Design display_scheduler, sky130hd; sources not shown.
**Placement view**

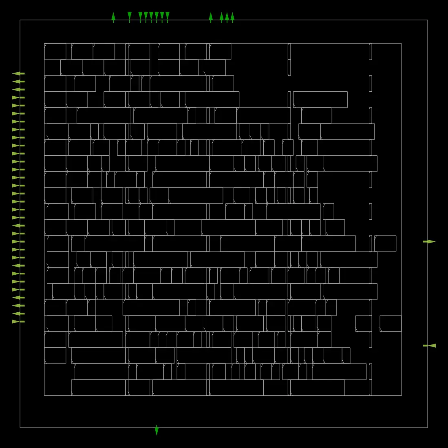
Seq/total area: 34.6%
row cnt: 22
tally of filler cells in the layout: 285
seq_cells: 35
Taps Inserted: 48

**Sequential cells grouped by signal name**

The bar under the picture is 20 um long.
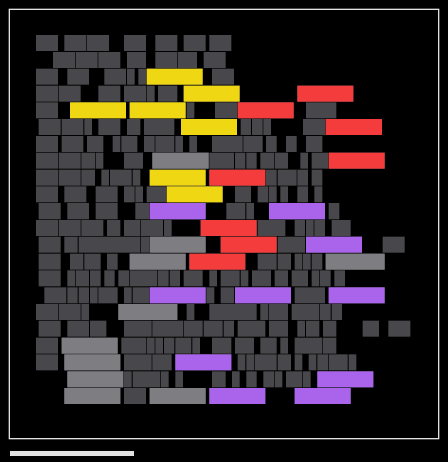
- `r_blink_cnt`: red (sequential cells 8)
- `n`: yellow (sequential cells 7; where top center)
- `r_hold_cnt`: purple (sequential cells 10)
- not colored: 10
Sequential cell area: 878 um2
final core occ: 69.8%
sequential group power: 0.779 mW

**Selected gate families**

The bar under the picture is 20 um long.
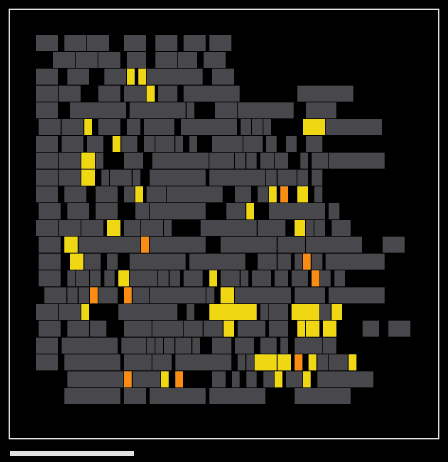
- inv cells: orange (cells 9; most used inv_1)
- nor cells: yellow (cells 34; most used nor2_1)
Comb/total area: 39.1%
Post-Layout Cell Count: 296
most frequent logic cell in the layout: clkdlybuf4s50_1

==> Changelog: implementation <==
### Physical design

- WL per Instance: around 16 um
- Int Pwr: 1.28 mW
- Seq pwr share: between 30% and 40%
- Core area: 0.00363 mm2
- Total die size: 0.00480 mm2
- R2R setup slack: between 0.3 and 0.4 ns
- Sw Share: 40.9%
- CP required: 2.90 ns
- Busiest grt layer: met2
- Number of clock buffers in the layout: 5
- Finish-stage setup viols: 0
- Tool warnings: 31
- Clock tree cell share of total cell area: 3.50%
- HP Class: reg -> reg
- Unrepaired setup endpoints after global routing: no
- Combinational Power Share: 47.3%
- Buf/Inv on CP: 1
- Post-cts resize count: 0
- Largest net degree at the start of global routing: 36
- Pre-antenna DRT Iters: 5
- Status: complete, no violations
- Mapped Area: approximately 0.0019 mm2
- Clock Sinks: 35
- Remaining antenna violation count: 0
- Floorplan Nets: 233
- Top class by area: multi-input combinational cells
- Die height: slightly below 70 um
- CTS tree: yes
- Critical path startpoint category: flip-flop
- # DRC: 0
- DPL Wire Length: between 3000 and 4000 um
- Crit. path cell count: 7
- Total congestion overflow: 0
- IO buf count: 46
- I/O Pins: ~47
- Power density over the cells: 858 mW/mm2
- Reg clk slew, reported paths: 0.07 ns
- Fmax: 0.406 GHz
- Net switching power: about 0.89 mW
- Global-route wire length before repair: roughly 7800 um
- Dpl cells: 288
- Latency at later pin: 0.29 ns
- Clock buffer count from CTS: 5
- Endpoints failing hold: 0
- Clock Path Buffers: 2
- Critical Path AT: 2.56 ns
- Initial antenna violation count: 0
- Number of DRC markers in iteration 0: 125
- Dpl ws: 0.151 ns
- Syn_area_per_cell: approximately 9.9 um2
- Combinational Area: 991 um2
- Headroom to the max-slew limit: 51.7%
- Min Hold Slack: between 0.3 and 0.4 ns
- Hold depth: 1
- Signal buf overhead: approximately a fifth
- Reg2Reg Depth: 7
- Power, Total: between 2 and 2.5 mW
- Number of global-route vias before repair: 1738
- Buffers outside the clock class: 49
- Slew @ Worst Pin: 0.725 ns
- Distinct lib cells: 45
- Die width: 69.3 um
- Crit path max-delay family: simple AND/OR/NAND/NOR gates
- Critical Path Max Stage Delay: 0.57 ns
- Final worst-path cycle share: 87.9%
- Crit-path max FO: 8
- Final #Nets: 286
- Dominant Register Cell: dfrtp_1
- Maximum Capacitance Violations: 0
- Gate Count Post-Synth: 194
- GRT Overall Usage: 20.0%
- Crit path max-delay cell type: or4_1
## synthesized netlist by cell type (2+ instances only)
cell	n	area [um2]
a21o_1	5	37.5
a21oi_1	7	35.0
a222oi_1	7	70.1
a22o_1	5	43.8
a311oi_1	2	17.5
and3_1	4	25.0
clkbuf_1	2	7.51
dfrtp_1	33	826
dfstp_2	2	52.6
ha_1	7	87.6
inv_1	9	33.8
mux2_2	2	22.5
nand2_1	24	90.1
nand3_1	8	40.0
nand4_1	2	12.5
nor2_1	16	60.1
nor2b_1	7	43.8
nor3_1	5	25.0
nor3_2	2	20.0
nor4_1	2	12.5
o21ai_0	10	50.1
o21ai_1	3	15.0
o311ai_1	2	17.5
xnor2_1	3	26.3
xor2_1	5	43.8
## power by group through the flow
stage / sequential, mW / combinational (mW) / clock, mW
2_1_floorplan: 0.846 / 0.548 / 0
3_3_place_gp: 0.779 / 0.976 / 0
3_5_place_dp: 0.782 / 1.02 / 0
4_1_cts: 0.778 / 1.03 / 0.371
5_1_grt: 0.797 / 1.12 / 0.389
6_report: 0.779 / 1.03 / 0.367
## worst reg2reg max path, cell delays in order, from the launching register on
cell and delay [ns]:
dfrtp_1 0.41, inv_1 0.08, ha_1 0.19, nor2b_1 0.38, nand4_2 0.24, a21o_1 0.32
or4_1 0.57, o311ai_1 0.09
## cell families after synthesis
group | synth area share (%)
xor+xnor | 3.66
flops | 45.9
simple gates | 21.6
compound gates | 20.7
mux | 1.18
buf+inv | 2.42
fa+ha+maj | 4.57
## layer usage
metal  routed length [um]  vias to the layer above
met5                    0                        -
met4                   82                        0
met3                  299                       10
met2                 2400                       72
met1                 1930                      843
li1                     -                      823
Power is estimated from default activity; no workload was simulated.
